<file path="src/rtl/ml_layer_seq.sv">
// Layer scheduler: issues the per-layer step command sequence to the ML control FSM.
// Latency: first command one cycle after a legal start; next command one cycle after step_done.
// Backpressure: each command is held stable until cmd_ready, then step_done is awaited; no input-to-output paths.
//
// Ports:
//   clk, rst                      clock, asynchronous active-high reset
//   start, abort                  begin a layer when idle / abandon the current layer
//   cfg_num_rows, cfg_num_tiles   layer geometry, latched on a legal start
//   fsm_input, cmd_valid          step command and its valid flag
//   cmd_ready, step_done          command accept and step completion from the control FSM
//   busy, done, err               layer in progress / one-cycle completion / sticky error
//   tile_idx, row_idx             current tile and row within the step
//
// Optional build macro ML_LAYER_SEQ_TIMEOUT_EN adds a per-step watchdog that
// flags err and abandons the layer when a step never completes.

module ml_layer_seq #(
    parameter int X_DIM  = 15,
    parameter int Y_DIM  = 15,
    parameter int TILE_W = 8,
    parameter int TMO_W  = 12
) (
    input  logic              clk,
    input  logic              rst,
    input  logic              start,
    input  logic              abort,
    input  logic [4:0]        cfg_num_rows,
    input  logic [TILE_W-1:0] cfg_num_tiles,
    output logic [2:0]        fsm_input,
    output logic              cmd_valid,
    input  logic              cmd_ready,
    input  logic              step_done,
    output logic              busy,
    output logic              done,
    output logic              err,
    output logic [TILE_W-1:0] tile_idx,
    output logic [4:0]        row_idx
);

    localparam logic [2:0] CMD_DEFAULT  = 3'b001;
    localparam logic [2:0] CMD_LD_WT    = 3'b010;
    localparam logic [2:0] CMD_IF_S2B   = 3'b011;
    localparam logic [2:0] CMD_IF_B2PE  = 3'b100;
    localparam logic [2:0] CMD_EXEC     = 3'b101;
    localparam logic [2:0] CMD_OF_PE2B  = 3'b110;
    localparam logic [2:0] CMD_OF_B2S   = 3'b111;

    localparam logic [4:0]        ROWS_MAX = 5'(Y_DIM);
    localparam logic [TILE_W-1:0] TILE_ONE = TILE_W'(1);

    // Reject parameter sets the fixed 5-bit row fields cannot represent.
    generate
        if (X_DIM < 1 || Y_DIM < 1 || Y_DIM > 31 || TILE_W < 1 || TMO_W < 2) begin : g_bad_params
            $error("ml_layer_seq: illegal parameter set");
        end
    endgenerate

    typedef enum logic [2:0] {
        S_IDLE,
        S_WT,
        S_IFL,
        S_IFR,
        S_EXE,
        S_OFR,
        S_OFS,
        S_FIN
    } state_t;

    state_t            state, state_nxt;
    logic              in_wait, in_wait_nxt;   // 0: ISSUE phase, 1: WAIT phase
    logic [4:0]        rows_q, rows_nxt;
    logic [TILE_W-1:0] tiles_q, tiles_nxt;

    logic [2:0]        fsm_nxt;
    logic              cmd_valid_nxt;
    logic              busy_nxt;
    logic              done_nxt;
    logic              err_nxt;
    logic [TILE_W-1:0] tile_nxt;
    logic [4:0]        row_nxt;

    logic              last_row;
    logic              last_tile;
    logic              cfg_bad;
    logic              kill;

`ifdef ML_LAYER_SEQ_TIMEOUT_EN
    logic [TMO_W-1:0]  tmo_cnt, tmo_nxt;
    logic              tmo_hit;
`endif

    assign last_row  = (row_idx == rows_q - 5'd1);
    assign last_tile = (tile_idx == tiles_q - TILE_ONE);
    assign cfg_bad   = (cfg_num_rows == 5'd0) || (cfg_num_rows > ROWS_MAX) ||
                       (cfg_num_tiles == '0);

    function automatic logic [2:0] cmd_of(input state_t s);
        case (s)
            S_WT:    return CMD_LD_WT;
            S_IFL:   return CMD_IF_S2B;
            S_IFR:   return CMD_IF_B2PE;
            S_EXE:   return CMD_EXEC;
            S_OFR:   return CMD_OF_PE2B;
            S_OFS:   return CMD_OF_B2S;
            default: return CMD_DEFAULT;
        endcase
    endfunction

    always_comb begin
        state_nxt   = state;
        in_wait_nxt = in_wait;
        rows_nxt    = rows_q;
        tiles_nxt   = tiles_q;
        busy_nxt    = busy;
        done_nxt    = 1'b0;
        err_nxt     = err;
        tile_nxt    = tile_idx;
        row_nxt     = row_idx;
        kill        = abort;
`ifdef ML_LAYER_SEQ_TIMEOUT_EN
        tmo_nxt     = '0;
        tmo_hit     = 1'b0;
`endif

        case (state)
            S_IDLE: begin
                if (start) begin
                    if (cfg_bad) begin
                        err_nxt = 1'b1;
                    end else begin
                        rows_nxt    = cfg_num_rows;
                        tiles_nxt   = cfg_num_tiles;
                        err_nxt     = 1'b0;
                        busy_nxt    = 1'b1;
                        tile_nxt    = '0;
                        row_nxt     = '0;
                        state_nxt   = S_WT;
                        in_wait_nxt = 1'b0;
                    end
                end
            end

            S_FIN: begin
                state_nxt = S_IDLE;
            end

            default: begin
                if (!in_wait) begin
                    // step_done is deliberately not looked at while issuing.
                    if (cmd_valid && cmd_ready) begin
                        in_wait_nxt = 1'b1;
                    end
                end else if (step_done) begin
                    in_wait_nxt = 1'b0;
                    case (state)
                        S_WT: begin
                            state_nxt = S_IFL;
                        end
                        S_IFL: begin
                            state_nxt = S_IFR;
                            row_nxt   = '0;
                        end
                        S_IFR: begin
                            if (last_row) begin
                                state_nxt = S_EXE;
                                row_nxt   = '0;
                            end else begin
                                row_nxt = row_idx + 5'd1;
                            end
                        end
                        S_EXE: begin
                            state_nxt = S_OFR;
                            row_nxt   = '0;
                        end
                        S_OFR: begin
                            if (last_row) begin
                                state_nxt = S_OFS;
                                row_nxt   = '0;
                            end else begin
                                row_nxt = row_idx + 5'd1;
                            end
                        end
                        S_OFS: begin
                            if (last_tile) begin
                                // Completion is flagged while entering FIN so done and
                                // busy=0 appear together in the FIN cycle.
                                state_nxt = S_FIN;
                                busy_nxt  = 1'b0;
                                done_nxt  = 1'b1;
                                tile_nxt  = '0;
                                row_nxt   = '0;
                            end else begin
                                // Weights stay resident; the next tile restarts at IF load.
                                state_nxt = S_IFL;
                                tile_nxt  = tile_idx + TILE_ONE;
                            end
                        end
                        default: begin
                            state_nxt = S_IDLE;
                        end
                    endcase
                end
`ifdef ML_LAYER_SEQ_TIMEOUT_EN
                else if (tmo_cnt == '1) begin
                    tmo_hit = 1'b1;
                end else begin
                    tmo_nxt = tmo_cnt + 1'b1;
                end
`endif
            end
        endcase

`ifdef ML_LAYER_SEQ_TIMEOUT_EN
        kill = abort | tmo_hit;
`endif

        if (kill) begin
            state_nxt   = S_IDLE;
            in_wait_nxt = 1'b0;
            busy_nxt    = 1'b0;
            done_nxt    = 1'b0;
            tile_nxt    = '0;
            row_nxt     = '0;
`ifdef ML_LAYER_SEQ_TIMEOUT_EN
            tmo_nxt     = '0;
`endif
        end

        // Abort beats a same-cycle start, so it also cancels that start's config verdict.
        if (abort) begin
            err_nxt = err;
        end

`ifdef ML_LAYER_SEQ_TIMEOUT_EN
        if (tmo_hit) begin
            err_nxt = 1'b1;
        end
`endif

        // Command outputs are derived from the upcoming state so they leave a register.
        cmd_valid_nxt = (state_nxt != S_IDLE) && (state_nxt != S_FIN) && !in_wait_nxt;
        fsm_nxt       = cmd_valid_nxt ? cmd_of(state_nxt) : CMD_DEFAULT;
    end

    always_ff @(posedge clk or posedge rst) begin
        if (rst) begin
            state     <= S_IDLE;
            in_wait   <= 1'b0;
            rows_q    <= 5'd0;
            tiles_q   <= '0;
            fsm_input <= CMD_DEFAULT;
            cmd_valid <= 1'b0;
            busy      <= 1'b0;
            done      <= 1'b0;
            err       <= 1'b0;
            tile_idx  <= '0;
            row_idx   <= 5'd0;
        end else begin
            state     <= state_nxt;
            in_wait   <= in_wait_nxt;
            rows_q    <= rows_nxt;
            tiles_q   <= tiles_nxt;
            fsm_input <= fsm_nxt;
            cmd_valid <= cmd_valid_nxt;
            busy      <= busy_nxt;
            done      <= done_nxt;
            err       <= err_nxt;
            tile_idx  <= tile_nxt;
            row_idx   <= row_nxt;
        end
    end

`ifdef ML_LAYER_SEQ_TIMEOUT_EN
    // Counts WAIT cycles of the current step; zero everywhere else.
    always_ff @(posedge clk or posedge rst) begin
        if (rst) begin
            tmo_cnt <= '0;
        end else begin
            tmo_cnt <= tmo_nxt;
        end
    end
`endif

endmodule

</file>
<file path="config.mk">
export PLATFORM = sky130hd
export DESIGN_NAME = ml_layer_seq
export DESIGN_NICKNAME = d
export VERILOG_FILES = /design/src/rtl/ml_layer_seq.sv
export SDC_FILE = /design/constraint.sdc
export NUM_CORES = 1
export LEC_CHECK = 0
export CORE_ASPECT_RATIO = 1.4
export CORE_MARGIN = 8
export CORE_UTILIZATION = 35
export DETAILED_ROUTE_END_ITERATION = 6
export PLACE_DENSITY = 0.59
export SYNTH_ARGS = -nofsm -noshare
export SYNTH_HDL_FRONTEND = slang
export SYNTH_SLANG_ARGS = --single-unit
export TNS_END_PERCENT = 5
</file>
<file path="constraint.sdc">
create_clock -name clk -period 2.8 [get_ports clk]
set_input_delay 0.42 -clock clk [delete_from_list [all_inputs] [get_ports clk]]
set_output_delay 0.42 -clock clk [all_outputs]
set_load 0.02 [all_outputs]
</file>
Fig. 1: the metal 1 layer
(4 px per um) Supply wires on this layer in gray.
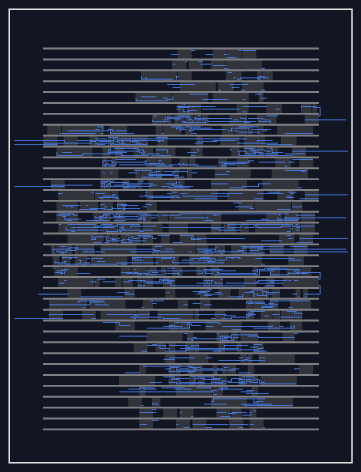
wire length on this layer: 2570 um
nets with wire on the layer: 297
global routing usage on met1: 14.7%
total length of routed wires: 5830 um
DR vias: 2022

Fig. 2: M2 wires
(4 px per um)
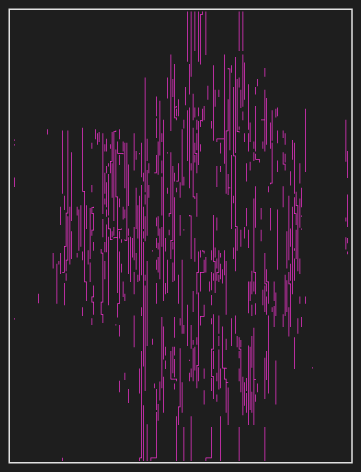
share of all routed wire: 50%
wire length on this layer: 2930 um
longest straight run: 45.2 um
global routing usage on met2: 21.6%

Fig. 3: met3 routing
(4 px per um)
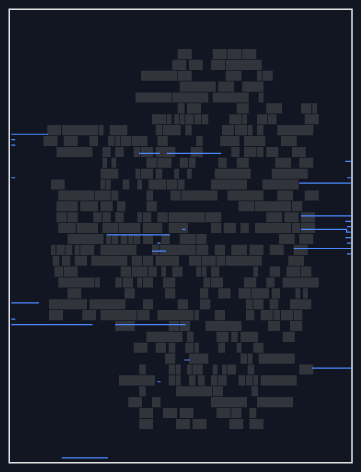
longest straight run: 20.0 um
nets with wire on the layer: 23
wire length on this layer: 173 um
GR Util met3: 2.68%

Fig. 4: clock distribution
(2 px per um)
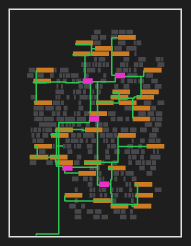
legend:
  green:
    item: clock wires
    length: 579 um
  orange:
    item: flip-flops
    count: 37
  magenta:
    item: clock drivers
    count: 5
routed clock nets: 6
power attributed to the clock group: 0.365 mW
clock latency reported for the late side of the worst-skew pair: 0.29 ns
final worst clock skew: 0.00938 ns

Fig. 5: routing congestion
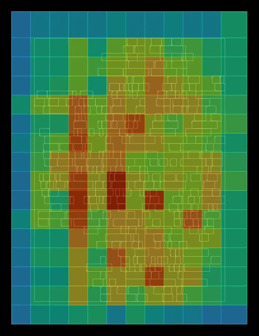
layer with the highest usage: met2
final core utilization: 46.9%

==> run summary <==
Status on the layout run. In the setup report, the worst path falls into the class flop to flop. Worst hold path depth landed at 1. Max fanout on the critical path was recorded as 5. Number of distinct standard cells referenced by the synthesized netlist landed at 59. Per the detail_route report, DRC violations left total 0. Cells with a size suffix above 1 make up 23.0% of the layout. Area figure in the yosys stat output landed at 2350 um^2. Number of endpoints with negative hold slack in the final report landed at 0. STA puts the critical path data arrival time at 2.86 ns. On the critical path, the stage with the largest delay is an instance of sky130_fd_sc_hd__dfrtp_1. Across every metal layer, demand over resource in global routing totals 12.7%. Detailed router's first-iteration violation count landed at 87.

Excluding fillers, the count of instances in the completed layout stands at 378. Antenna diode count landed at 0. Area fraction in full adders, half adders and majority gates landed at 4.26%. The most used flip-flop cell after synthesis is sky130_fd_sc_hd__dfrtp_1. Sequential cell area fraction in the yosys report landed at 39.4%. Aggregate global routing overflow landed at 0. Entering global routing, the biggest net connects 38 pins. Xor/xnor cell area share of the yosys netlist landed at 5.59%. Worst-case reg-to-reg path depth landed at 11. After synthesis, the largest area contributor takes up 38.3% of total cell area. Core outline area landed at 6570 um^2. Total power for the finished layout comes to 1.43 mW. The final timing report derives a shortest allowable period of 2.65 ns.

Number of buffers on the longest clock path landed at 2. All stages included, the depth of the critical timing path comes to 11. Number of filler instances in the final layout landed at 648. Port buffer count landed at 38. The flow ran to the end, and the final reports show no timing, DRC or antenna violations. Worst-case register-to-register setup slack landed at 0.15 ns.

Placer's final routability congestion estimate landed at 0.830. The critical path goes through inv_1 -> ha_2 -> xnor2_1 -> nor2_1 -> o2111ai_2 -> a211oi_2 -> o22ai_2 -> or2_2 -> ha_2 -> or3_1 -> mux2i_1. Final-stage net count landed at 330.

The analysis reports a worst IR drop on VDD of 0.185 mV. Overall chip area landed at 9640 um^2. Final number of max-transition violations landed at 0. Wire length per cell landed at 15.4 um. Per the run report, area growth between synthesis and finish was 31.0%.

After synthesis, the share of flip-flops with an asynchronous set or reset is 100%. The layout stage reports a final design area of 3080 um^2. The critical path endpoint has a required time of 3.01 ns. Broken down by cell family, the worst path's largest delay share belongs to simple AND/OR/NAND/NOR gates.
sequential cells by signal, summed over array words and instances (netlist names):
name and cells:
done 1, fsm_input 3, in_wait 1, tile_idx 8, tiles_q 8, rows_q 5
row_idx 5, err 1, state 3, busy 1, cmd_valid 1
stage by stage:
stage | TNS (ns) | hold WS, ns | setup WS, ns
6_report | 0 | 0.504 | 0.151
5_1_grt | -0.0481 | 0.523 | -0.0481
4_1_cts | 0 | 0.512 | 0.00549
3_5_place_dp | -0.231 | 0.493 | -0.165
3_3_place_gp | -0.184 | 0.492 | -0.122
2_1_floorplan | 0 | 0.475 | 0.110
worst reg2reg max path, delay by kind of cell, from the launching register on:
family	cells	cell delay, ns
and+or+nand+nor	3	0.78
AOI/OAI and AO/OA	3	0.61
adders and majority gates	2	0.46
DFF	1	0.41
xor gates and xnor gates	1	0.12
muxes	1	0.12
buffers and inverters	1	0.07
report_power, final:
part / leakage, nW / internal [mW] / switching [mW]
clock: 0.0450 / 0.173 / 0.193
sequential: 0.479 / 0.589 / 0.0561
combinational: 0.791 / 0.218 / 0.200
total: 1.32 / 0.979 / 0.448
cell usage after synthesis, drive strengths merged, types with 7 or more instances:
cell type / count
nand2: 21
o21ai: 15
nor3: 8
nand3: 10
mux2: 12
nor2: 11
a21oi: 11
ha: 8
a21o: 7
dfrtp: 36
xor2: 7
buf: 7
xnor2: 8
inv: 8
what timing repair did:
item	in CTS	in global routing
endpoints found under the setup margin	1	4
pin swaps	0	6
setup buffers	0	0
resized	1	14
gates cloned	0	0
routing by layer:
metal  wire [um]  global-route usage, %  share of wire (%)  up-vias
li1            -                      -                  -     1009
met1        2570                   14.7                 44      972
met2        2930                   21.6                 50       31
met3         172                   2.68                2.9       10
met4         162                   6.34                2.8        0
met5           0                      0                  0        -
layout by cell type (no fill, tap or decap), types with 3 or more instances in the layout:
master,netlist,layout
sky130_fd_sc_hd__a21o_1,7,7
sky130_fd_sc_hd__a21oi_1,10,10
sky130_fd_sc_hd__and3_1,4,3
sky130_fd_sc_hd__buf_4,3,23
sky130_fd_sc_hd__clkbuf_8,0,5
sky130_fd_sc_hd__clkdlybuf4s50_1,0,38
sky130_fd_sc_hd__dfrtp_1,36,36
sky130_fd_sc_hd__ha_1,8,4
sky130_fd_sc_hd__ha_2,0,3
sky130_fd_sc_hd__inv_1,8,8
sky130_fd_sc_hd__mux2_2,12,12
sky130_fd_sc_hd__nand2_1,21,21
sky130_fd_sc_hd__nand2b_1,6,5
sky130_fd_sc_hd__nand3_1,10,10
sky130_fd_sc_hd__nand4_1,3,3
sky130_fd_sc_hd__nor2_1,11,10
sky130_fd_sc_hd__nor2b_1,3,3
sky130_fd_sc_hd__nor3_1,8,7
sky130_fd_sc_hd__nor4_1,5,4
sky130_fd_sc_hd__o21a_1,3,3
sky130_fd_sc_hd__o21ai_0,11,10
sky130_fd_sc_hd__o21ai_1,3,4
sky130_fd_sc_hd__or3_1,5,5
sky130_fd_sc_hd__xnor2_1,8,8
sky130_fd_sc_hd__xor2_1,7,7
cell type report:
type,count,area share [%]
sequential,37,30.1
tap,74,3.00
clock inverter,2,0.325
inverter,9,1.10
multi-input combinational,189,45.2
timing repair buffer,61,17.9
clock buffer,6,2.35
Power and IR drop assume default switching activity.
